`src/rtl/vc_qspi_mem.sv`:
```
// rtl/vc_qspi_mem.sv - Quad-SPI external memory controller: cache line burst reads and single-word writes
//
// Purpose: accepts one request at a time from the cache arbiter and runs a
// quad-SPI transaction: command, 24-bit address, optional dummy slots, then data.
// Every nibble slot lasts two clocks. In phase 0 sck is low and sd_out changes.
// In phase 1 sck is high, and read data is sampled on the edge that ends it.
//
// Ports:
//   clk, reset          system clock, synchronous active-high reset
//   req/we/addr/wdata   request port; sampled on the accepting edge
//   ack                 one-cycle pulse on the accepting edge
//   busy                controller not idle
//   rdata/rvalid        returned read words, one rvalid pulse per word, in address order
//   done                one-cycle pulse when cs_n rises at the end of a transaction
//   cs_n/sck            memory chip select (active low) and SPI clock
//   sd_out/sd_oe/sd_in  quad data pins: output value, output enable, input
module vc_qspi_mem #(
    parameter int PA         = 24,
    parameter int LINE_WORDS = 4,
    parameter int DUMMY      = 4,
    parameter int CSH        = 2
) (
    input  logic          clk,
    input  logic          reset,
    input  logic          req,
    input  logic          we,
    input  logic [PA-1:0] addr,
    input  logic [15:0]   wdata,
    output logic          ack,
    output logic          busy,
    output logic [15:0]   rdata,
    output logic          rvalid,
    output logic          done,
    output logic          cs_n,
    output logic          sck,
    output logic [3:0]    sd_out,
    output logic          sd_oe,
    input  logic [3:0]    sd_in
);
    typedef enum logic [2:0] {ST_IDLE, ST_CMD, ST_ADDR, ST_DUMMY, ST_DATA, ST_DESEL} state_t;

    localparam logic [7:0] DUMMY_LAST = 8'(DUMMY - 1);
    localparam logic [7:0] RD_LAST    = 8'(4 * LINE_WORDS - 1);
    localparam logic [7:0] CSH_LAST   = 8'(CSH - 1);

    state_t      state_q, state_d;
    logic        phase_q, phase_d;
    logic [7:0]  cnt_q, cnt_d;
    logic        cs_n_q, cs_n_d, sck_q, sck_d, sd_oe_q, sd_oe_d;
    logic [3:0]  sd_out_q, sd_out_d;
    logic        ack_q, ack_d, rvalid_q, rvalid_d, done_q, done_d;
    logic [15:0] rdata_q, rdata_d, wdata_q, wdata_d;
    logic [11:0] shift_q, shift_d;
    logic [23:0] addr_q, addr_d, addr_ext;
    logic        we_q, we_d;
    logic [7:0]  cmd;
    logic        slot_last;

    // The memory always sees a 24-bit address; narrower address spaces are zero-padded.
    if (PA >= 24) begin : g_addr_trunc
        assign addr_ext = addr[23:0];
    end else begin : g_addr_pad
        assign addr_ext = {{(24 - PA){1'b0}}, addr};
    end

    assign cmd = we_q ? 8'h38 : 8'hEB;

    always_comb begin
        state_d   = state_q;
        phase_d   = phase_q;
        cnt_d     = cnt_q;
        cs_n_d    = cs_n_q;
        sck_d     = sck_q;
        sd_out_d  = sd_out_q;
        sd_oe_d   = sd_oe_q;
        ack_d     = 1'b0;
        rvalid_d  = 1'b0;
        done_d    = 1'b0;
        rdata_d   = rdata_q;
        shift_d   = shift_q;
        addr_d    = addr_q;
        we_d      = we_q;
        wdata_d   = wdata_q;
        slot_last = 1'b0;
        case (state_q)
            ST_IDLE: begin
                if (req) begin
                    ack_d    = 1'b1;
                    addr_d   = addr_ext & 24'hFF_FFFE;
                    we_d     = we;
                    wdata_d  = wdata;
                    cs_n_d   = 1'b0;
                    sd_oe_d  = 1'b1;
                    // First command nibble goes out with the accept so slot 0 starts at once.
                    sd_out_d = we ? 4'h3 : 4'hE;
                    phase_d  = 1'b0;
                    cnt_d    = 8'd0;
                    state_d  = ST_CMD;
                end
            end
            ST_DESEL: begin
                if (cnt_q == CSH_LAST) begin
                    state_d = ST_IDLE;
                    cnt_d   = 8'd0;
                end else begin
                    cnt_d = cnt_q + 8'd1;
                end
            end
            default: begin
                if (!phase_q) begin
                    sck_d   = 1'b1;
                    phase_d = 1'b1;
                end else begin
                    sck_d   = 1'b0;
                    phase_d = 1'b0;
                    if (state_q == ST_DATA && !we_q) begin
                        shift_d = {shift_q[7:0], sd_in};
                        // Nibbles arrive byte0-hi, byte0-lo, byte1-hi, byte1-lo.
                        if (cnt_q[1:0] == 2'd3) begin
                            rvalid_d = 1'b1;
                            rdata_d  = {shift_q[3:0], sd_in, shift_q[11:8], shift_q[7:4]};
                        end
                    end
                    case (state_q)
                        ST_CMD:   slot_last = (cnt_q == 8'd1);
                        ST_ADDR:  slot_last = (cnt_q == 8'd5);
                        ST_DUMMY: slot_last = (cnt_q == DUMMY_LAST);
                        default:  slot_last = (cnt_q == (we_q ? 8'd3 : RD_LAST));
                    endcase
                    cnt_d = slot_last ? 8'd0 : cnt_q + 8'd1;
                    if (slot_last) begin
                        case (state_q)
                            ST_CMD:   state_d = ST_ADDR;
                            ST_ADDR:  state_d = (we_q || DUMMY == 0) ? ST_DATA : ST_DUMMY;
                            ST_DUMMY: state_d = ST_DATA;
                            default:  state_d = ST_DESEL;
                        endcase
                    end
                    // Load the nibble for the slot that starts now.
                    sd_out_d = 4'h0;
                    sd_oe_d  = 1'b1;
                    case (state_d)
                        ST_CMD: sd_out_d = cnt_d[0] ? cmd[3:0] : cmd[7:4];
                        ST_ADDR: begin
                            case (cnt_d[2:0])
                                3'd0:    sd_out_d = addr_q[23:20];
                                3'd1:    sd_out_d = addr_q[19:16];
                                3'd2:    sd_out_d = addr_q[15:12];
                                3'd3:    sd_out_d = addr_q[11:8];
                                3'd4:    sd_out_d = addr_q[7:4];
                                default: sd_out_d = addr_q[3:0];
                            endcase
                        end
                        ST_DATA: begin
                            if (we_q) begin
                                case (cnt_d[1:0])
                                    2'd0:    sd_out_d = wdata_q[7:4];
                                    2'd1:    sd_out_d = wdata_q[3:0];
                                    2'd2:    sd_out_d = wdata_q[15:12];
                                    default: sd_out_d = wdata_q[11:8];
                                endcase
                            end else begin
                                sd_oe_d = 1'b0;
                            end
                        end
                        ST_DESEL: begin
                            sd_oe_d = 1'b0;
                            cs_n_d  = 1'b1;
                            done_d  = 1'b1;
                        end
                        default: sd_oe_d = 1'b0;
                    endcase
                end
            end
        endcase
    end

    always_ff @(posedge clk) begin
        if (reset) begin
            state_q  <= ST_IDLE;
            phase_q  <= 1'b0;
            cnt_q    <= 8'd0;
            cs_n_q   <= 1'b1;
            sck_q    <= 1'b0;
            sd_out_q <= 4'h0;
            sd_oe_q  <= 1'b0;
            ack_q    <= 1'b0;
            rvalid_q <= 1'b0;
            done_q   <= 1'b0;
            rdata_q  <= 16'h0;
            shift_q  <= 12'h0;
            addr_q   <= 24'h0;
            we_q     <= 1'b0;
            wdata_q  <= 16'h0;
        end else begin
            state_q  <= state_d;
            phase_q  <= phase_d;
            cnt_q    <= cnt_d;
            cs_n_q   <= cs_n_d;
            sck_q    <= sck_d;
            sd_out_q <= sd_out_d;
            sd_oe_q  <= sd_oe_d;
            ack_q    <= ack_d;
            rvalid_q <= rvalid_d;
            done_q   <= done_d;
            rdata_q  <= rdata_d;
            shift_q  <= shift_d;
            addr_q   <= addr_d;
            we_q     <= we_d;
            wdata_q  <= wdata_d;
        end
    end

    assign ack    = ack_q;
    assign busy   = (state_q != ST_IDLE);
    assign rdata  = rdata_q;
    assign rvalid = rvalid_q;
    assign done   = done_q;
    assign cs_n   = cs_n_q;
    assign sck    = sck_q;
    assign sd_out = sd_out_q;
    assign sd_oe  = sd_oe_q;
endmodule
```
`config.mk`:
```
export PLATFORM = sky130hd
export DESIGN_NAME = vc_qspi_mem
export DESIGN_NICKNAME = d
export VERILOG_FILES = /design/src/rtl/vc_qspi_mem.sv
export SDC_FILE = /design/constraint.sdc
export NUM_CORES = 1
export LEC_CHECK = 0
export CELL_PAD_IN_SITES_DETAIL_PLACEMENT = 0
export CELL_PAD_IN_SITES_GLOBAL_PLACEMENT = 2
export CORE_MARGIN = 4
export CORE_UTILIZATION = 30
export DETAILED_ROUTE_END_ITERATION = 12
export PLACE_DENSITY_LB_ADDON = 0.3
export SKIP_LAST_GASP = 1
export SLEW_MARGIN = 20
export SYNTH_ARGS = -nofsm -noshare
export SYNTH_HDL_FRONTEND = slang
export SYNTH_SLANG_ARGS = --single-unit
export TNS_END_PERCENT = 20
```
`constraint.sdc`:
```
create_clock -name clk -period 3.8 [get_ports clk]
set_clock_uncertainty 0.1 [all_clocks]
set_input_delay 0.76 -clock clk [delete_from_list [all_inputs] [get_ports clk]]
set_output_delay 0.76 -clock clk [all_outputs]
set_load 0.005 [all_outputs]
```
run_1/class_map.png
Fill, decap, tap and diode cells in gray.
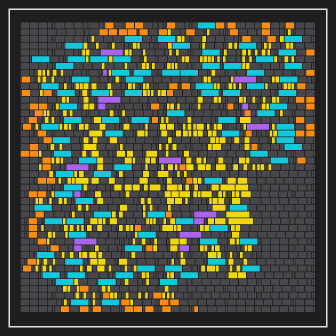
Orange stands for remaining buffers and delay cells, cells 85. Cyan stands for sequential cells, cells 90. Purple stands for clock drivers and dummy loads, cells 16. Yellow stands for remaining logic cells, cells 420.

run_1/port_trees.png
Bar = 50 um.
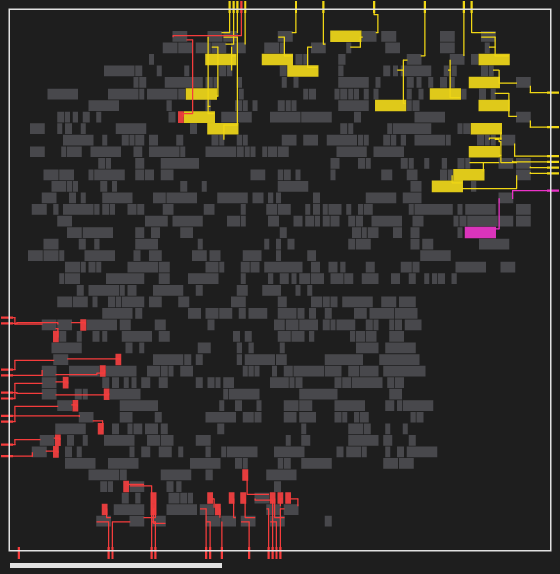
Red stands for addr, bits 24, direction input, end cells 23, buffers 23, wire 386 um. Magenta stands for rvalid, bits 1, direction output, end cells 1, buffers 1, wire 18.0 um. Yellow stands for rdata, bits 16, direction output, end cells 16, buffers 16, wire 311 um.

run_1/sizing.png
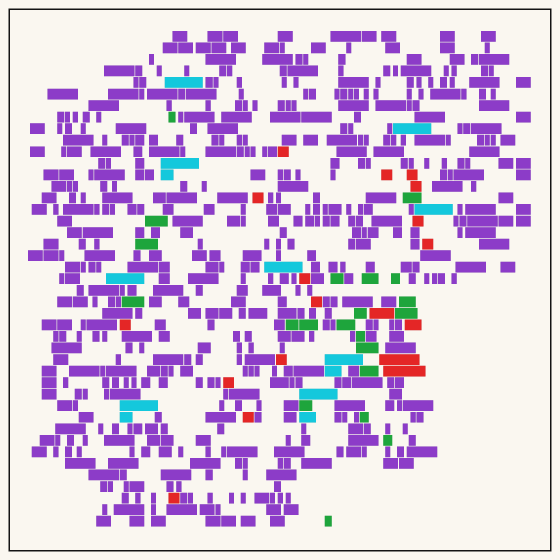
Red stands for x3 and x4, cells 18, share 2.9%, most used buf_4. Purple stands for x1 and smaller, cells 559, share 91%, most used nand2_1. Green stands for x2, cells 21, share 3.4%. Cyan stands for x6 and larger, cells 13, share 2.1%, most used clkbuf_16.

run_1/layers.png
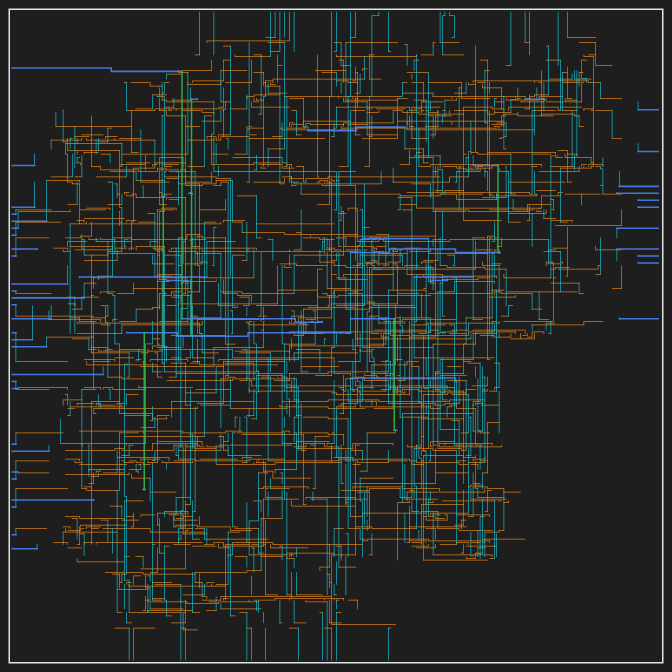
Cyan stands for M2, wire length 5190 um. Green stands for M4, wire length 193 um. Orange stands for M1, wire length 5680 um. Blue stands for M3, wire length 437 um.

==> deck_impl_summary.md, run 1 <==
Flow Results at a Glance

Final timing
  – Setup violations, final: 0

Critical path
  – CP max stage cell: dfxtp_1
  – Critical path launch point type: flip-flop
  – Largest stage delay, worst path: 0.75 ns

Cells and area
  – Seq cells: 90
  – Clk tree area frac: 5.25%
  – Share of cells above drive strength 1: 8.51%
  – # fillers: 1506

Hold path
  – Hold path endpoint: rdata[6]$_SDFFE_PP0P_

Clocking
  – CTS tree: yes

Power
  – Sw Share: 33.2%
  – Pleak: 1.86 nW
  – Int Pwr: 0.00177 W

Run status
  – Status: finished clean

Route
  – Pre-antenna DRT Iters: 4
  – Metal1 wirelength: 5.68 mm

Floorplan
  – Boundary pin count: 75
  – Starting Density: 30.7%

Logic synthesis
  – Distinct lib cells used: 67

GRT
  – Total track usage: 14.5%

Place
  – Post-place setup slack: 0.770 ns
run_1/placed.png
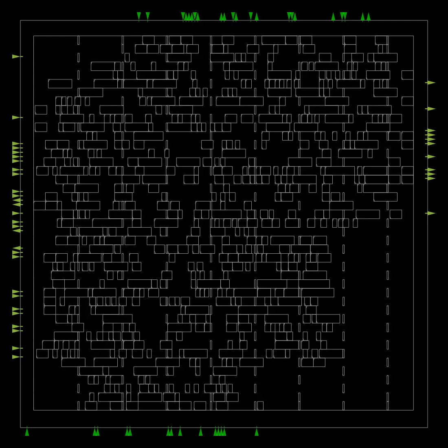

--- run 2 (diff from run 1) ---
--- a/config.mk
+++ b/config.mk
@@ -8,7 +8,7 @@
 export CELL_PAD_IN_SITES_DETAIL_PLACEMENT = 0
 export CELL_PAD_IN_SITES_GLOBAL_PLACEMENT = 2
 export CORE_MARGIN = 4
-export CORE_UTILIZATION = 30
+export CORE_UTILIZATION = 27
 export DETAILED_ROUTE_END_ITERATION = 12
 export PLACE_DENSITY_LB_ADDON = 0.3
 export SKIP_LAST_GASP = 1
==> constraint.sdc (replaced) <==
create_clock -name clk -period 2.7 [get_ports clk]
set_clock_uncertainty 0.1 [all_clocks]
set_input_delay 0.54 -clock clk [delete_from_list [all_inputs] [get_ports clk]]
set_output_delay 0.54 -clock clk [all_outputs]
set_load 0.005 [all_outputs]
run_2/placed.png
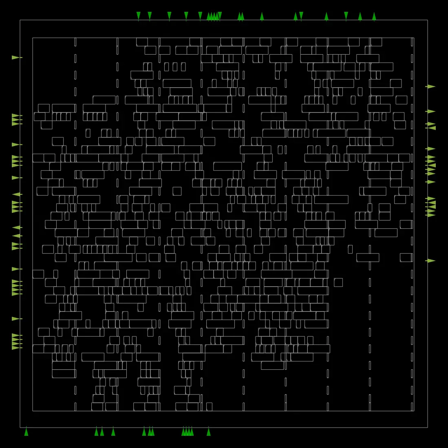
Seq cells: 90
post-layout util: 37.6%
sequential share of cell area: 31.3%
post-route insts no fill: 848

run_2/sizing.png
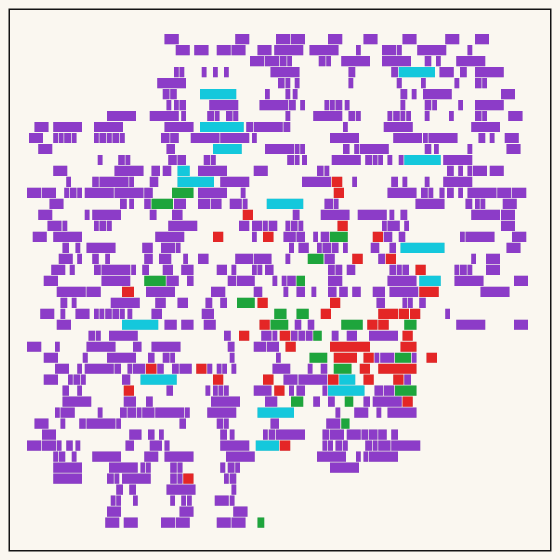
Red stands for x3 and x4, cells 44, share 6.9%, most used buf_4. Purple stands for x1 and smaller, cells 556, share 87%, most used nand2_1. Cyan stands for x6 and larger, cells 16, share 2.5%, most used clkbuf_16. Green stands for x2, cells 21, share 3.3%.

==> run 2 against run 1 <==
Effect of this change:
- count of clock-buffer cells in the layout did not move
- non-clock buffer count rose by 26
- hold slack improved by 0.0022 ns
- critical path type unchanged
- final area rose by 6.0%
- sequential share of layout area fell by 1.9 points
- via count rose by 1.9%
==> deck_impl_summary.md, run 2 <==
Flow Results at a Glance

Cells and area
  – Ant diodes: 0
  – Comb_multi_in: roughly 410
  – FF+latch area: 1800 um^2
  – # fillers: 1682 (+12%)
  – Share of cells above drive strength 1: 12.7% (+4.2 points)
  – Clk tree area frac: 5.87% (+0.62 points)

Critical path
  – Critical path launch point type: flip-flop
  – Largest stage delay, worst path: 0.53 ns (-0.22 ns)
  – CP max stage cell: or4b_4

GRT
  – Grt met2 use: 20.9%
  – Total track usage: 13.6% (-0.87 points)

Route
  – Pre-antenna DRT Iters: 4 (unchanged)
  – Post-DRT Antenna Nets: 0
  – Metal1 wirelength: 5.83 mm (+2.7%)

Clocking
  – Clock transition at path regs: 0.07 ns
  – CTS tree: yes
  – Clock Sink Count: 90
  – Root Driver: clkbuf_16

Place
  – Post-place setup slack: 0.0415 ns (-0.729 ns)
  – Port-buffer cells: 73

Floorplan
  – Starting Density: 27.9% (-2.9 points)
  – Die y size: about 130 um
  – Boundary pin count: 75 (unchanged)
  – Chip width: around 130 um
  – Tap Count: 211

Power
  – Combinational logic power: approximately 0.0011 W
  – Sequential share of power: 37.4%
  – Sw Share: 31.4% (-1.8 points)
  – Pleak: 2.03 nW (+8.9%)
  – Int Pwr: 0.00276 W (+56%)

Logic synthesis
  – Area leader share: about 42%
  – Yosys chip area: 4270 um^2
  – Ys flops: 90
  – Yosys top cell by instances: nand2_1
  – Distinct lib cells used: 67 (unchanged)

Run status
  – Status: finished clean

Final timing
  – Setup violations, final: 0 (unchanged)
  – RSZ-0062 raised after global routing: false
  – Max Freq: 0.390 GHz

Hold path
  – Hold path endpoint: rdata[4]$_SDFFE_PP0P_
No activity file was given, so power comes from the tool's default toggle rates.
